$ cat src/rtl/clock_mode_ctrl.sv
// clock_mode_ctrl
//   Timekeeping core and display/set mode sequencer for the timekeeper display path.
//   It counts hh:mm:ss from a 1 Hz tick. It runs a four-state mode machine
//   (RUN_HM, SET_HM, RUN_MS, SET_MS) from three debounced button pulses.
//   In the set states it provides field-select and blink flags for the display stage.
// Ports:
//   clk        system clock, rising edge
//   reset      synchronous, active-high
//   tick_1hz   one-cycle pulse per second
//   btn_mode   one-cycle pulse: toggle view (run) / toggle edited field (set)
//   btn_sel    one-cycle pulse: enter / leave set state
//   btn_inc    one-cycle pulse: increment edited field (set only)
//   state      mode: 0 RUN_HM, 1 SET_HM, 2 RUN_MS, 3 SET_MS
//   seconds    0..59
//   minutes    0..59
//   hours      0..23
//   field_sel  edited field: 0 low, 1 high
//   blink      toggles per tick in set states, 0 in run states
module clock_mode_ctrl #(
  parameter int unsigned TIMEOUT_TICKS = 10,
  parameter int unsigned TIMEOUT_W     = 4
) (
  input  logic       clk,
  input  logic       reset,
  input  logic       tick_1hz,
  input  logic       btn_mode,
  input  logic       btn_sel,
  input  logic       btn_inc,
  output logic [1:0] state,
  output logic [5:0] seconds,
  output logic [5:0] minutes,
  output logic [4:0] hours,
  output logic       field_sel,
  output logic       blink
);

  localparam int unsigned SEC_W = 6;
  localparam int unsigned HRS_W = 5;

  typedef enum logic [1:0] {
    RUN_HM = 2'd0,
    SET_HM = 2'd1,
    RUN_MS = 2'd2,
    SET_MS = 2'd3
  } mode_e;

  mode_e                 state_q, state_n;
  logic [SEC_W-1:0]      sec_n, min_n;
  logic [HRS_W-1:0]      hrs_n;
  logic                  field_n, blink_n;
  logic [TIMEOUT_W-1:0]  cnt_q, cnt_n;
  logic                  btn_any;

  // Modulo-60 increment without carry-out
  function automatic logic [SEC_W-1:0] wrap60(input logic [SEC_W-1:0] v);
    return (v == SEC_W'(59)) ? '0 : v + SEC_W'(1);
  endfunction

  // Modulo-24 increment
  function automatic logic [HRS_W-1:0] wrap24(input logic [HRS_W-1:0] v);
    return (v == HRS_W'(23)) ? '0 : v + HRS_W'(1);
  endfunction

  assign btn_any = btn_sel | btn_mode | btn_inc;
  assign state   = state_q;

  // State and output registers
  always_ff @(posedge clk) begin
    if (reset) begin
      state_q   <= RUN_HM;
      seconds   <= '0;
      minutes   <= '0;
      hours     <= '0;
      field_sel <= 1'b0;
      blink     <= 1'b0;
      cnt_q     <= '0;
    end else begin
      state_q   <= state_n;
      seconds   <= sec_n;
      minutes   <= min_n;
      hours     <= hrs_n;
      field_sel <= field_n;
      blink     <= blink_n;
      cnt_q     <= cnt_n;
    end
  end

  // Next-state, time and flag logic
  always_comb begin
    state_n = state_q;
    sec_n   = seconds;
    min_n   = minutes;
    hrs_n   = hours;
    field_n = field_sel;
    blink_n = blink;
    cnt_n   = cnt_q;

    case (state_q)
      RUN_HM, RUN_MS: begin
        blink_n = 1'b0;
        if (btn_sel) begin
          state_n = (state_q == RUN_HM) ? SET_HM : SET_MS;
          field_n = 1'b0;
          cnt_n   = '0;
        end else if (btn_mode) begin
          state_n = (state_q == RUN_HM) ? RUN_MS : RUN_HM;
        end
        // Time advances in run states regardless of any button in the same cycle
        if (tick_1hz) begin
          sec_n = wrap60(seconds);
          if (seconds == SEC_W'(59)) begin
            min_n = wrap60(minutes);
            if (minutes == SEC_W'(59)) begin
              hrs_n = wrap24(hours);
            end
          end
        end
      end

      default: begin
        if (btn_sel) begin
          state_n = (state_q == SET_HM) ? RUN_HM : RUN_MS;
          field_n = 1'b0;
          blink_n = 1'b0;
          cnt_n   = '0;
        end else if (btn_mode) begin
          field_n = ~field_sel;
          cnt_n   = '0;
        end else if (btn_inc) begin
          cnt_n = '0;
          if (state_q == SET_HM) begin
            if (field_sel) hrs_n = wrap24(hours);
            else           min_n = wrap60(minutes);
          end else begin
            if (field_sel) min_n = wrap60(minutes);
            else           sec_n = wrap60(seconds);
          end
        end
        // A button in the tick cycle beats the timeout; leaving via btn_sel keeps blink at 0
        if (tick_1hz && !btn_sel) begin
          if (btn_any) begin
            blink_n = ~blink;
          end else if (cnt_q == TIMEOUT_W'(TIMEOUT_TICKS - 1)) begin
            state_n = (state_q == SET_HM) ? RUN_HM : RUN_MS;
            field_n = 1'b0;
            blink_n = 1'b0;
            cnt_n   = '0;
          end else begin
            blink_n = ~blink;
            cnt_n   = cnt_q + TIMEOUT_W'(1);
          end
        end
      end
    endcase
  end

endmodule

$ cat config.mk
export PLATFORM = sky130hd
export DESIGN_NAME = clock_mode_ctrl
export DESIGN_NICKNAME = d
export VERILOG_FILES = /design/src/rtl/clock_mode_ctrl.sv
export SDC_FILE = /design/constraint.sdc
export NUM_CORES = 1
export LEC_CHECK = 0
export CORE_MARGIN = 8
export CORE_UTILIZATION = 48
export CTS_BUF_LIST = sky130_fd_sc_hd__clkbuf_2
export DETAILED_ROUTE_END_ITERATION = 7
export PLACE_DENSITY = 0.78
export SLEW_MARGIN = 30
export SYNTH_ARGS = -nofsm -noshare
export SYNTH_HDL_FRONTEND = slang
export SYNTH_SLANG_ARGS = --single-unit
$ cat constraint.sdc
create_clock -name clk -period 1.85 [get_ports clk]
set_clock_uncertainty 0.05 [all_clocks]
set_input_delay 0.37 -clock clk [delete_from_list [all_inputs] [get_ports clk]]
set_output_delay 0.37 -clock clk [all_outputs]
set_load 0.03 [all_outputs]
==> ci_impl_report.md, run 1 <==
### Flow metrics

| Metric | Value |
|---|---|
| Status | `finished, final reports clean` |
| Share of cells above drive strength 1 | `about a quarter` |
| Most common cell in the netlist | `dfxtp_1` |
| Seq power | `0.565 mW` |
| Top achievable clock speed | `between 500 and 600 MHz` |
| R2R setup slack | `roughly 0.063 ns` |
| IO Pins | `27` |
| Most used logic cell in the final layout | `dlygate4sd2_1` |
| CTS tree | `done` |
| Initial antenna violation count | `0` |
| Ys flop type | `dfxtp_1` |
| Net Sw Frac | `28.7%` |
| Pwr Density | `roughly 500 nW/um^2` |
| Setup-failing EPs final | `0` |
| H-tree depth | `1` |
| Post-synthesis to final-layout area growth | `34.3%` |
| Yosys cell types | `between 40 and 50` |
| Total congestion overflow | `0` |
| Tot Pwr | `~0.94 mW` |
| Critical Path AT | `between 2 and 2.5 ns` |
| Slew headroom | `between 70% and 80%` |
| Mean Syn Cell Area | `~8.8 sq um` |
| Final #Nets | `between 200 and 250` |
| NetSw | `approximately 0.27 mW` |
| Yosys stat area | `approximately 1400 sq um` |
| Post-synth seq share | `between 30% and 40%` |
| Static Leakage | `just under 0.8 nW` |
| Min Clock Period, post-route | `roughly 1.8 ns` |
| Fraction of registers with async set/reset | `0%` |
| Ys cells | `158` |
| Hold EP | `hours[1]` |
| Top power group | `sequential cells` |
| And-or/or-and share of the synthesized area | `20.2%` |
| Die height | `around 70 um` |
| Register share of total power | `60.3%` |
| Crit path max fanout | `4` |
| Die W | `69.7 um` |
| Share of power burned in the clock network | `between 20% and 30%` |
| Hold Path Stages | `2` |
| DRT antenna net count | `0` |
| Rows | `19` |
| Hold_sp | `hours[1]` |
| Most instantiated logic cells after routing | `21 x dlygate4sd2_1, 20 x buf_4, 16 x a21oi_1, 16 x dfxtp_1, 14 x nor2_1` |
| Longest Clk Path Bufs | `2` |
| Fin crit share | `96.6%` |
| FF-to-FF path depth | `7` |
| Port Buffers | `26` |
| Area fraction in xor and xnor cells | `between 2 and 3%` |
| Die area | `roughly 4900 sq um` |
| CP Launch Type | `flip-flop` |
| Fill cells | `about 240` |
| Slew @ Worst Pin | `about 0.41 ns` |
| DP Area | `1810 sq um` |
run 1: layer usage:
metal	GRT usage, %	part of all wire [%]	vias up	routed length (um)
met5	0	0	-	0
met4	4.24	0.60	0	20
met3	3.43	4.8	2	159
met2	23.1	49	31	1650
met1	15.6	45	628	1510
li1	-	-	663	-
run 1: repair_timing:
| item | 4_1_cts | 5_1_grt |
|---|---|---|
| setup endpoints to repair | 21 | 4 |
| pin swaps | 0 | 7 |
| gates resized | 21 | 9 |
| buffers inserted | 0 | 2 |
run 1: registers in the layout, indices dropped and copies added, names as in the netlist:
signal / cells
state: 2
cnt_q: 4
seconds: 6
field_sel: 1
blink: 1
hours: 5
minutes: 6
run 1: area by class of cell:
class	instances	area, sq um	area share [%]
repair buffers	46	384	20.6
multi-input cells	123	882	47.4
clock buffers	3	15.0	0.806
inverters	4	15.0	0.806
well taps	31	38.8	2.08
clock inverters	1	5.00	0.269
flip-flops and latches	25	522	28.0
run 1: critical path, cell delays in order (launching register included):
cell and delay, ns:
dfxtp_4 0.43, ha_4 0.16, nand2_4 0.06, nor3_4 0.27
a31oi_4 0.15, buf_4 0.16, or3_4 0.36, a21oi_2 0.11
run 1: worst max path at each step:
stage                     depth (start not counted)  endpoint  slack, ns
after detailed placement                          6  hours[4]      -0.32
final                                             7  hours[0]       0.06
after global routing                              7  hours[0]     -0.003
after floorplan                                   5  hours[4]     0.0007
after global placement                            6  hours[4]      -0.27
after CTS                                         6  hours[4]       0.01
run 1: stage by stage:
stage               hold WS (ns)  worst slack (ns)  std cells  TNS (ns)
floorplan                  0.389          0.000707        158         0
global placement           0.424            -0.273        227     -1.88
detailed placement         0.436            -0.323        227     -2.61
CTS                        0.458            0.0104        231         0
global route               0.492          -0.00305        233  -0.00463
finish                     0.456            0.0633        233         0
Run 1, port wiring:
Scale: 6 px per um.
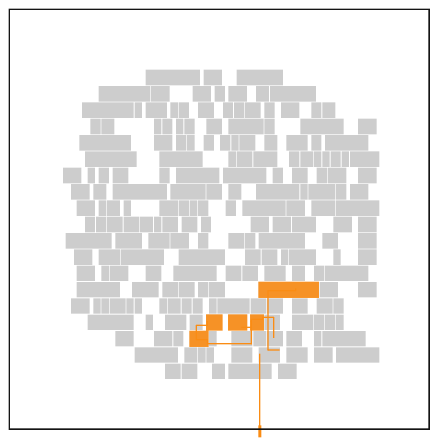
[btn_inc] orange | bits: 1 | direction: input | edge: bottom | end cells: 5 | buffers: 2 | wire: 56.6 um

Run 1, where the registers sit:
Scale: 8 px per um.
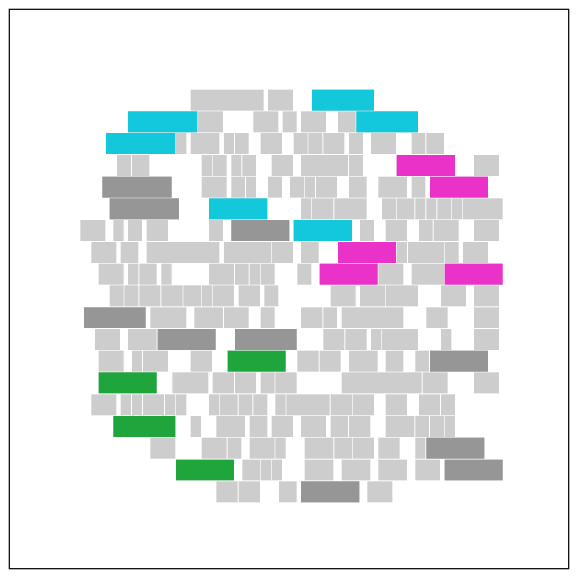
[seconds] cyan | flops: 6 | where: top center
[hours] magenta | flops: 5 | where: middle right
[cnt_q] green | flops: 4
not colored: 10

Run 1, wire density map:
Scale: 6 px per um. 14 x 14 tiles, from dark blue (low) to red (high), scaled to the fullest tile. Values are wire area over tile area, all layers added.
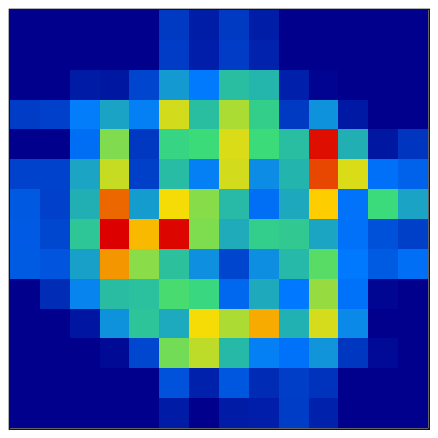
emptiest ninth of the die: lower left
nearly empty tiles: 30%
mean over tiles: 0.11
tiles over half the peak: 14%

Run 1, metal layers overlaid:
Scale: 6 px per um. Only two layers are drawn.
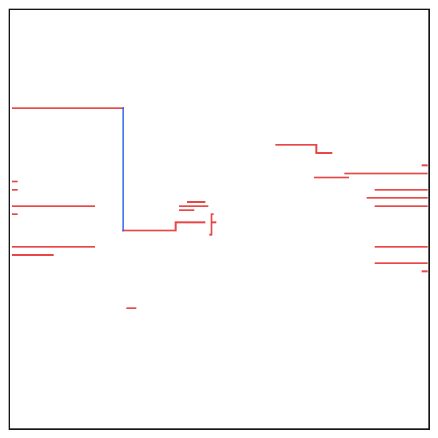
[metal 4] blue | wire length: 20.4 um
[metal 3] red | wire length: 159 um

--- run 2 (diff from run 1) ---
Settings changed: CAP_MARGIN set to 0, CORE_MARGIN 8 to 1, MAX_ROUTING_LAYER set to met4.
Run 2, where the registers sit:
Scale: 10 px per um.
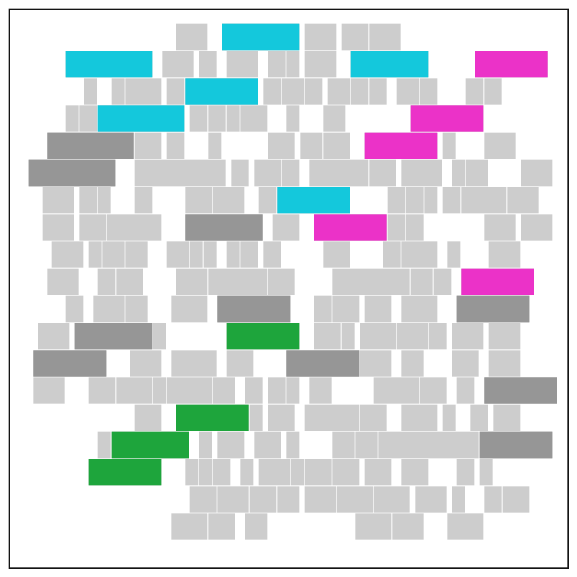
[hours] magenta | flops: 5 | where: upper right
[seconds] cyan | flops: 6
[cnt_q] green | flops: 4
Seq power: 0.563 mW
utilization after layout: 66.7%

==> ci_impl_report.md, run 2 <==
### Flow metrics

| Metric | Value |
|---|---|
| And-or/or-and share of the synthesized area | `20.2%` |
| Mean Syn Cell Area | `about 8.8 sq um` |
| DRT antenna net count | `0` |
| Worst hold slack | `around 0.46 ns` |
| Status | `finished, final reports clean` |
| Critical Path AT | `slightly above 2 ns` |
| Pre-CTS setup slack | `-0.316 ns` |
| Post-synth seq share | `36.1%` |
| Static Leakage | `around 0.76 nW` |
| Slew headroom | `about 72%` |
| H-tree depth | `1` |
| Gate Area | `about 850 sq um` |
| Min Clock Period, post-route | `~1.8 ns` |
| Crit path max fanout | `5` |
| Pwr Density | `approximately 510 nW/um^2` |
| IO Pins | `27` |
| Yosys cell types | `between 40 and 50` |
| Final #Nets | `215` |
| Yosys stat area | `~1400 sq um` |
| Post-synthesis to final-layout area growth | `32.6%` |
| Die height | `55.7 um` |
| Setup ws final | `approximately 0.052 ns` |
| Initial antenna violation count | `0` |
| Longest Clk Path Bufs | `2` |
| Setup-failing EPs final | `0` |
| Fill cells | `around 230` |
| DP Area | `1810 sq um` |
| Area fraction in xor and xnor cells | `2.53%` |
| CP peak stage delay | `0.51 ns` |
| Fraction of registers with async set/reset | `0%` |
| Total congestion overflow | `0` |
| Largest regs | `minutes (6), seconds (6), hours (5)` |
| Tot Pwr | `around 0.93 mW` |
| Die area | `roughly 3100 sq um` |
| Port Buffers | `26` |
Run 2, wire density map:
Scale: 6 px per um. 11 x 11 tiles, from dark blue (low) to red (high), scaled to the fullest tile. Values are wire area over tile area, all layers added.
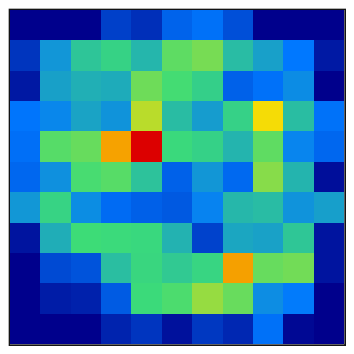
fullest tile: 0.51
mean over tiles: 0.16
tiles over half the peak: 17%
emptiest ninth of the die: lower left
nearly empty tiles: 12%

==> run 2: worst paths after layout <==
| kind | startpoint | endpoint | slack, ns |
|---|---|---|---|
| setup / recovery | btn_mode | hours[4] | 0.05 |
| hold / removal | hours[1] | hours[1] | 0.46 |
| setup reg to reg | minutes[0] | hours[4] | 0.09 |
| hold reg to reg | hours[1] | hours[1] | 0.46 |
==> run 2: area by class of cell <==
type                    count  area share (%)
inverters                   4           0.817
clock buffers               4            1.09
well taps                  31            2.11
repair buffers             47            21.3
multi-input cells         123            46.3
flip-flops and latches     25            28.4
==> run 2: report_power, final <==
group / switching [mW] / total, mW / internal [mW]
clock: 0.160 / 0.217 / 0.0571
combinational: 0.0813 / 0.152 / 0.0704
sequential: 0.0159 / 0.563 / 0.547
==> run 2: through the flow <==
step                      util, %  setup TNS [ns]
after floorplan                 -               0
after global placement       65.8           -2.46
after detailed placement     65.8           -3.19
after CTS                    65.6               0
after global routing         66.7               0
final                        66.7               0
==> run 2: cell families (layout without fill, tap and decap cells) <==
family / after synthesis / count (layout)
muxes: 2 / 2
adders and majority gates: 5 / 5
DFF: 25 / 25
xor gates and xnor gates: 4 / 4
buffers and inverters: 10 / 55
and+or+nand+nor: 68 / 68
AOI/OAI and AO/OA: 44 / 44
==> run 2: what timing repair did <==
item,CTS,global route
endpoints found under the hold margin,0,0
setup buffers,0,3
hold buffers,0,0
setup endpoints to repair,21,3
gates resized,21,3
pin swaps,0,1
==> run 2: critical path, delay by kind of cell <==
| kind | cells | cell delay, ns |
|---|---|---|
| and+or+nand+nor | 3 | 1.03 |
| buffers and inverters | 1 | 0.43 |
| AOI/OAI and AO/OA | 2 | 0.22 |
==> run 2: layer usage <==
metal	track usage [%]	share of wire, %
met2	38.9	50
met1	25.7	46
met3	5.58	3.2
met5	-	0
met4	4.29	0.48
Power is estimated from default activity; no workload was simulated.
